`src/rtl/pulse_link_pkg.sv`:
```
// rtl/pulse_link_pkg.sv - shared constants and types for the pulse-parameter return link
//
// Holds the readback frame header, byte count, per-field byte indices,
// the frame FSM state enum, the serializer state enum and the flags-byte
// bit positions.
package pulse_link_pkg;

    localparam logic [7:0] RB_HEADER      = 8'hA5;
    localparam int         RB_NBYTES_BASE = 22;

    // Position of the first (most significant) byte of each field in the frame.
    localparam logic [4:0] RB_IDX_HDR    = 5'd0;
    localparam logic [4:0] RB_IDX_PER    = 5'd1;
    localparam logic [4:0] RB_IDX_P1WID  = 5'd5;
    localparam logic [4:0] RB_IDX_DEL    = 5'd9;
    localparam logic [4:0] RB_IDX_P2WID  = 5'd13;
    localparam logic [4:0] RB_IDX_PBL    = 5'd17;
    localparam logic [4:0] RB_IDX_PBLOFF = 5'd18;
    localparam logic [4:0] RB_IDX_CP     = 5'd20;
    localparam logic [4:0] RB_IDX_FLAGS  = 5'd21;
    localparam logic [4:0] RB_IDX_CKSUM  = 5'd22;

    typedef enum logic [1:0] {
        FR_IDLE,
        FR_LOAD,
        FR_SEND
    } rb_frame_state_t;

    typedef enum logic [1:0] {
        SER_IDLE,
        SER_START,
        SER_DATA,
        SER_STOP
    } ser_state_t;

    typedef enum logic [2:0] {
        RB_FLAG_PU = 3'd0,
        RB_FLAG_BL = 3'd1
    } rb_flag_pos_t;

endpackage

```
`src/rtl/uart_tx_byte.sv`:
```
// rtl/uart_tx_byte.sv - 8N1 LSB-first byte serializer with per-bit timer
//
// Ports:
//   clk, resetn      clock, asynchronous active-low reset
//   valid, data      byte offered for transmission
//   ready            byte accepted on valid && ready
//   byte_done        high during the final cycle of the stop bit
//   tx               serial line, idles high
//
// ready is also raised in the last stop-bit cycle so a waiting byte starts
// its start bit on the very next cycle (back-to-back bytes, no idle gap).
module uart_tx_byte
    import pulse_link_pkg::*;
#(
    parameter int CLKS_PER_BIT = 104
) (
    input  logic       clk,
    input  logic       resetn,
    input  logic       valid,
    input  logic [7:0] data,
    output logic       ready,
    output logic       byte_done,
    output logic       tx
);

    localparam int            CW       = (CLKS_PER_BIT > 1) ? $clog2(CLKS_PER_BIT) : 1;
    localparam logic [CW-1:0] CNT_LAST = CW'(CLKS_PER_BIT - 1);

    ser_state_t    state;
    ser_state_t    state_n;
    logic [CW-1:0] bit_cnt;
    logic [2:0]    bit_idx;
    logic [7:0]    shreg;
    logic          bit_last;
    logic          accept;

    assign bit_last  = (bit_cnt == CNT_LAST);
    assign byte_done = (state == SER_STOP) && bit_last;
    assign ready     = (state == SER_IDLE) || byte_done;
    assign accept    = valid && ready;

    always_ff @(posedge clk or negedge resetn) begin
        if (!resetn) begin
            state <= SER_IDLE;
        end else begin
            state <= state_n;
        end
    end

    always_comb begin
        state_n = state;
        case (state)
            SER_IDLE:  if (valid) state_n = SER_START;
            SER_START: if (bit_last) state_n = SER_DATA;
            SER_DATA:  if (bit_last && (bit_idx == 3'd7)) state_n = SER_STOP;
            SER_STOP:  if (bit_last) state_n = valid ? SER_START : SER_IDLE;
            default:   state_n = SER_IDLE;
        endcase
    end

    // tx is registered: each bit value is set on the edge that ends the
    // previous bit, so the line changes exactly every CLKS_PER_BIT cycles.
    always_ff @(posedge clk or negedge resetn) begin
        if (!resetn) begin
            bit_cnt <= '0;
            bit_idx <= '0;
            shreg   <= '0;
            tx      <= 1'b1;
        end else if (accept) begin
            shreg   <= data;
            tx      <= 1'b0;
            bit_cnt <= '0;
            bit_idx <= '0;
        end else if (state != SER_IDLE) begin
            if (bit_last) begin
                bit_cnt <= '0;
                case (state)
                    SER_START: begin
                        tx    <= shreg[0];
                        shreg <= {1'b0, shreg[7:1]};
                    end
                    SER_DATA: begin
                        bit_idx <= bit_idx + 3'd1;
                        if (bit_idx == 3'd7) begin
                            tx <= 1'b1;
                        end else begin
                            tx    <= shreg[0];
                            shreg <= {1'b0, shreg[7:1]};
                        end
                    end
                    default: tx <= 1'b1;
                endcase
            end else begin
                bit_cnt <= bit_cnt + 1'b1;
            end
        end
    end

endmodule

```
`src/rtl/param_readback_tx.sv`:
```
// rtl/param_readback_tx.sv - pulse-configuration readback frame transmitter
//
// Optional feature macro: READBACK_CKSUM_EN (appends an 8-bit additive
// checksum byte, 23-byte frame; otherwise 22 bytes).
//
// Ports:
//   clk, resetn                      12 MHz base clock, async active-low reset
//   req                              one-cycle readback request
//   per, p1wid, del, p2wid           32-bit pulse timing fields
//   p_bl, p_bl_off, cp               pulse block, block-off, CPMG count
//   pu, bl                           pump and block flags
//   RS232_Tx                         serial line, idles high
//   busy                             frame in progress
//   done                             one-cycle pulse after the last stop bit
module param_readback_tx
    import pulse_link_pkg::*;
#(
    parameter int CLK_HZ = 12000000,
    parameter int BAUD   = 115200
) (
    input  logic        clk,
    input  logic        resetn,
    input  logic        req,
    input  logic [31:0] per,
    input  logic [31:0] p1wid,
    input  logic [31:0] del,
    input  logic [31:0] p2wid,
    input  logic [7:0]  p_bl,
    input  logic [15:0] p_bl_off,
    input  logic [7:0]  cp,
    input  logic        pu,
    input  logic        bl,
    output logic        RS232_Tx,
    output logic        busy,
    output logic        done
);

    localparam int CLKS_PER_BIT = CLK_HZ / BAUD;
`ifdef READBACK_CKSUM_EN
    localparam int NBYTES = RB_NBYTES_BASE + 1;
`else
    localparam int NBYTES = RB_NBYTES_BASE;
`endif
    localparam logic [4:0] IDX_LAST = 5'(NBYTES - 1);

    rb_frame_state_t state;
    rb_frame_state_t state_n;
    logic [4:0]      byte_idx;
    logic [31:0]     per_q, p1wid_q, del_q, p2wid_q;
    logic [7:0]      p_bl_q, cp_q;
    logic [15:0]     p_bl_off_q;
    logic            pu_q, bl_q;
    logic [7:0]      flags;
    logic [7:0]      frame_byte;
    logic            take_req;
    logic            ser_valid;
    logic            ser_ready;
    logic            ser_done;
    logic            handoff;
`ifdef READBACK_CKSUM_EN
    logic [7:0]      cksum;
`endif

    // The header goes straight to the idle serializer on the accepting edge,
    // so the start bit appears one cycle after req with no LOAD bubble.
    assign take_req  = (state == FR_IDLE) && req;
    assign ser_valid = take_req || (state == FR_LOAD);
    assign handoff   = ser_valid && ser_ready;
    assign busy      = (state != FR_IDLE);

    always_ff @(posedge clk or negedge resetn) begin
        if (!resetn) begin
            per_q      <= '0;
            p1wid_q    <= '0;
            del_q      <= '0;
            p2wid_q    <= '0;
            p_bl_q     <= '0;
            p_bl_off_q <= '0;
            cp_q       <= '0;
            pu_q       <= 1'b0;
            bl_q       <= 1'b0;
        end else if (take_req) begin
            per_q      <= per;
            p1wid_q    <= p1wid;
            del_q      <= del;
            p2wid_q    <= p2wid;
            p_bl_q     <= p_bl;
            p_bl_off_q <= p_bl_off;
            cp_q       <= cp;
            pu_q       <= pu;
            bl_q       <= bl;
        end
    end

    always_comb begin
        flags             = '0;
        flags[RB_FLAG_PU] = pu_q;
        flags[RB_FLAG_BL] = bl_q;
    end

    always_comb begin
        frame_byte = 8'h00;
        case (byte_idx)
            RB_IDX_HDR:           frame_byte = RB_HEADER;
            RB_IDX_PER:           frame_byte = per_q[31:24];
            RB_IDX_PER + 5'd1:    frame_byte = per_q[23:16];
            RB_IDX_PER + 5'd2:    frame_byte = per_q[15:8];
            RB_IDX_PER + 5'd3:    frame_byte = per_q[7:0];
            RB_IDX_P1WID:         frame_byte = p1wid_q[31:24];
            RB_IDX_P1WID + 5'd1:  frame_byte = p1wid_q[23:16];
            RB_IDX_P1WID + 5'd2:  frame_byte = p1wid_q[15:8];
            RB_IDX_P1WID + 5'd3:  frame_byte = p1wid_q[7:0];
            RB_IDX_DEL:           frame_byte = del_q[31:24];
            RB_IDX_DEL + 5'd1:    frame_byte = del_q[23:16];
            RB_IDX_DEL + 5'd2:    frame_byte = del_q[15:8];
            RB_IDX_DEL + 5'd3:    frame_byte = del_q[7:0];
            RB_IDX_P2WID:         frame_byte = p2wid_q[31:24];
            RB_IDX_P2WID + 5'd1:  frame_byte = p2wid_q[23:16];
            RB_IDX_P2WID + 5'd2:  frame_byte = p2wid_q[15:8];
            RB_IDX_P2WID + 5'd3:  frame_byte = p2wid_q[7:0];
            RB_IDX_PBL:           frame_byte = p_bl_q;
            RB_IDX_PBLOFF:        frame_byte = p_bl_off_q[15:8];
            RB_IDX_PBLOFF + 5'd1: frame_byte = p_bl_off_q[7:0];
            RB_IDX_CP:            frame_byte = cp_q;
            RB_IDX_FLAGS:         frame_byte = flags;
`ifdef READBACK_CKSUM_EN
            RB_IDX_CKSUM:         frame_byte = cksum;
`endif
            default:              frame_byte = 8'h00;
        endcase
    end

    always_ff @(posedge clk or negedge resetn) begin
        if (!resetn) begin
            state <= FR_IDLE;
        end else begin
            state <= state_n;
        end
    end

    // LOAD presents byte_idx and holds it until the serializer frees up at
    // the end of the previous stop bit; SEND waits out the final byte.
    always_comb begin
        state_n = state;
        case (state)
            FR_IDLE: if (req) state_n = FR_LOAD;
            FR_LOAD: if (ser_ready && (byte_idx == IDX_LAST)) state_n = FR_SEND;
            FR_SEND: if (ser_done) state_n = FR_IDLE;
            default: state_n = FR_IDLE;
        endcase
    end

    always_ff @(posedge clk or negedge resetn) begin
        if (!resetn) begin
            byte_idx <= '0;
            done     <= 1'b0;
        end else begin
            done <= (state == FR_SEND) && ser_done;
            if (handoff) begin
                byte_idx <= (byte_idx == IDX_LAST) ? 5'd0 : byte_idx + 5'd1;
            end
        end
    end

`ifdef READBACK_CKSUM_EN
    // Restart from zero on the header so the sum covers exactly this frame.
    always_ff @(posedge clk or negedge resetn) begin
        if (!resetn) begin
            cksum <= '0;
        end else if (handoff) begin
            cksum <= ((state == FR_IDLE) ? 8'h00 : cksum) + frame_byte;
        end
    end
`endif

    uart_tx_byte #(
        .CLKS_PER_BIT (CLKS_PER_BIT)
    ) u_ser (
        .clk       (clk),
        .resetn    (resetn),
        .valid     (ser_valid),
        .data      (frame_byte),
        .ready     (ser_ready),
        .byte_done (ser_done),
        .tx        (RS232_Tx)
    );

endmodule

```
`config.mk`:
```
export PLATFORM = sky130hd
export DESIGN_NAME = param_readback_tx
export DESIGN_NICKNAME = d
export VERILOG_FILES = /design/src/rtl/pulse_link_pkg.sv /design/src/rtl/uart_tx_byte.sv /design/src/rtl/param_readback_tx.sv
export SDC_FILE = /design/constraint.sdc
export NUM_CORES = 1
export LEC_CHECK = 0
export CORE_MARGIN = 8
export CORE_UTILIZATION = 53
export DETAILED_ROUTE_END_ITERATION = 6
export PLACE_DENSITY = 0.84
export SYNTH_ARGS = -nofsm -noshare
export SYNTH_HDL_FRONTEND = slang
export SYNTH_HIERARCHICAL = 1
export SYNTH_SLANG_ARGS = --single-unit
```
`constraint.sdc`:
```
create_clock -name clk -period 2.6 [get_ports clk]
set_input_delay 0.39 -clock clk [delete_from_list [all_inputs] [get_ports clk]]
set_output_delay 0.39 -clock clk [all_outputs]
set_load 0.005 [all_outputs]
```
==> flow_metrics.tcl <==
# implementation run metrics
set metrics [dict create \
    r2r_cells 9 \
    gp_congestion 0.979 \
    required_ns 2.92 \
    die_w_microns 147 \
    edf_count 0 \
    power.total_mw 9.93 \
    rrSetupSlack_ns 0.26 \
    synth-main-ff-cell "dfrtp_1" \
    fill_cells 1210 \
    num_io_pins 168 \
    tool_warnings 33 \
    cts_buffer_depth 2 \
    yosysTopAreaCell "dfrtp_1" \
    tightest_slew_ns 0.835 \
    avgSynthCellArea_sq_um 12.8 \
    slowest_delay_ns 0.44 \
    place_area_sq_mm 0.0111 \
    tap_cells 225 \
    drc 1 \
    die_h_microns 147 \
    fin_crit_sh 0.900 \
    overflow 0 \
    peakVddDrop_v 0.000639 \
    logic_gates 467 \
    final-setup-viol-count 0 \
    clk_pin_slew_ns 0.07 \
    post_drt_wl_per_cell_microns 22.2 \
    ys_types 69 \
    end_kind "flop" \
    port_buffers 167 \
    crit_path_start_kind "flop" \
    critPathMaxFanout 8 \
    routed-wl-met3_microns 1930 \
    core-area_sq_mm 0.0171 \
    insertion_delay_ns 0.44 \
    violations "design-rule violations" \
    cp.arrival_ns 2.66 \
    rows 48 \
    top_cell "dfrtp_1" \
    path_cells "ha_1, and3_1, ha_1, a22oi_1, nand3_1, a221oi_1, nand4_1, nand2_1, o21ai_2" \
    outcome "complete, but fails checks" \
    endpoint "u_ser/shreg[0]$_DFFE_PN0P_" \
    finalInstanceArea_sq_mm 0.0117 \
    timing.fmax_ghz 0.427 \
    cts_root_buf "clkbuf_16" \
    fp_nets 890 \
    n_antenna_cell 0 \
    hold_ws_ns 0.458 \
    n_all_inverters 11 \
    final_cell_mix "dfrtp_1 (189), clkdlybuf4s50_1 (166), mux2_2 (110)" \
    fin_nets 1062 \
    die_area_sq_mm 0.0217 \
    yosys-stat-cells 712 \
    htreeDepth 4 \
    path_depth 9 \
    largest_class "registers" \
    wl_met1_microns 10100 \
    critPathBufInv 0 \
    flops 191 \
    finalHoldViolations 0 \
    hpwl_microns 18700 \
    nClkBuffers 17 \
    synthCells 712 \
    ctsResizeCount 0 \
    fin_ws_ns 0.259 \
    path_common_cell "ha_1" \
    finalCriticalPeriod_ns 2.34 \
    drt_iter0_markers 613 \
    power_density_mw_per_mm2 846 \
    critical_path.top_delay_family "adder cells" \
    fp_util 0.534 \
    nonClkBufAreaFrac 0.169 \
    antenna_left 0 \
    grt_usage 0.234 \
    clock_sinks 191 \
    synthArstFlopShare 1.00 \
    ys.flops 191 \
    top_cells_by_area "dfrtp_1 (52%), mux2_2 (14%), mux2_1 (7.4%)" \
]
-- power by group --
part,total (mW),internal (mW),switching [mW]
clock,2.70,1.53,1.17
combinational,3.23,1.53,1.69
sequential,4.00,3.51,0.493
-- cell families after synthesis --
kind of cell | share of synthesized area
and+or+nand+nor | 0.0813
muxes | 0.248
buffers and inverters | 0.0323
adders and majority gates | 0.0178
DFF | 0.524
AOI/OAI and AO/OA | 0.0920
xor gates and xnor gates | 0.00384
-- registers in the layout, summed over array words and instances (netlist names) --
name           cells
p2wid_q           32
u_ser/tx           1
cp_q               8
state              2
bl_q               1
p_bl_q             8
done               1
p1wid_q           32
del_q             32
u_ser/shreg        8
pu_q               1
per_q             32
u_ser/state        2
u_ser/bit_cnt      7
p_bl_off_q        16
byte_idx           5
u_ser/bit_idx      3
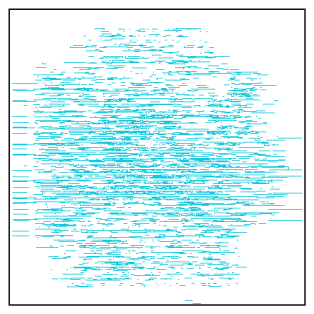
(signal wires on met1)
Scale: 2 px per micron.
The longest straight run is 32.2 microns. The layer holds 41% of the routed length. 981 nets have wire on it.
met1 GRT Util: 0.296
via count: 6737

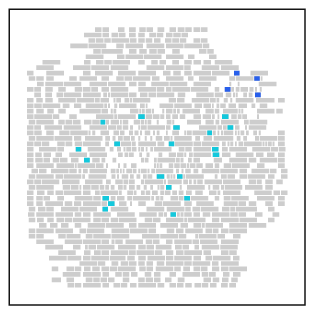
(gate families picked out)
Scale: 2 px per micron.
non-inverting ao/oa cells: shown in cyan, cells 20. xor and xnor cells: shown in blue, cells 4, where upper right.
logic share of the area: 0.345
dominant logic cell type in the layout: dfrtp_1
final std cells w/o fill: 1121

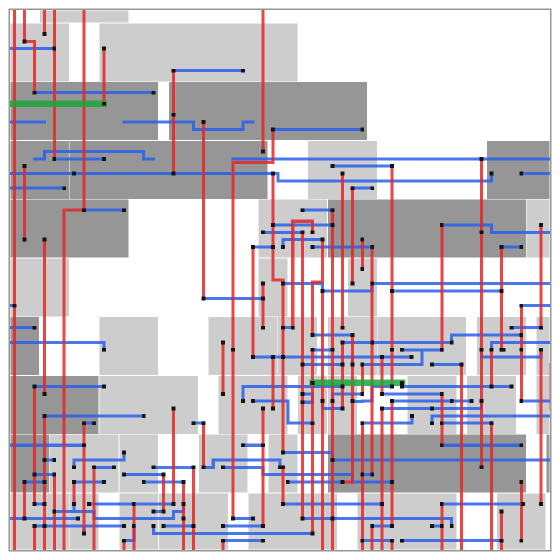
(layout detail)
Window x 98 to 123, y 98 to 123 microns. Cells in gray, sequential cells in the stronger gray; small squares are vias.
M2: shown in red. M1: shown in blue. M3: shown in green.
35 logic cells have their middle in the window. Sequential cells in the window: 6. Most frequent: dfrtp_1 (6). Netlist names of flops here include u_ser/bit_cnt (3), p2wid_q (2).

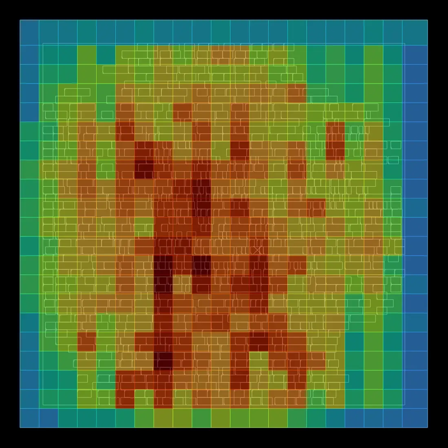
(routing congestion map)
busiest grt layer: met2
Core Util, Final: 0.688
met2 Resource Use GR: 0.376
met3 Usage GRT: 0.0606

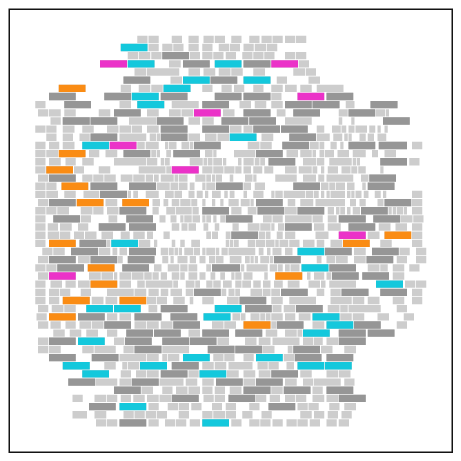
(sequential cells grouped by signal name)
Scale: 3 px per micron. Other sequential cells in the stronger gray, the rest of the logic in the fainter gray.
cp_q: shown in magenta, flops 8. del_q: shown in cyan, flops 32. p_bl_off_q: shown in orange, flops 16.
Another 135 sequential cells are not colored.
sequential portion of the cell area: 0.407
sequential cell area: 0.00478 sq mm

Power and IR drop assume default switching activity.
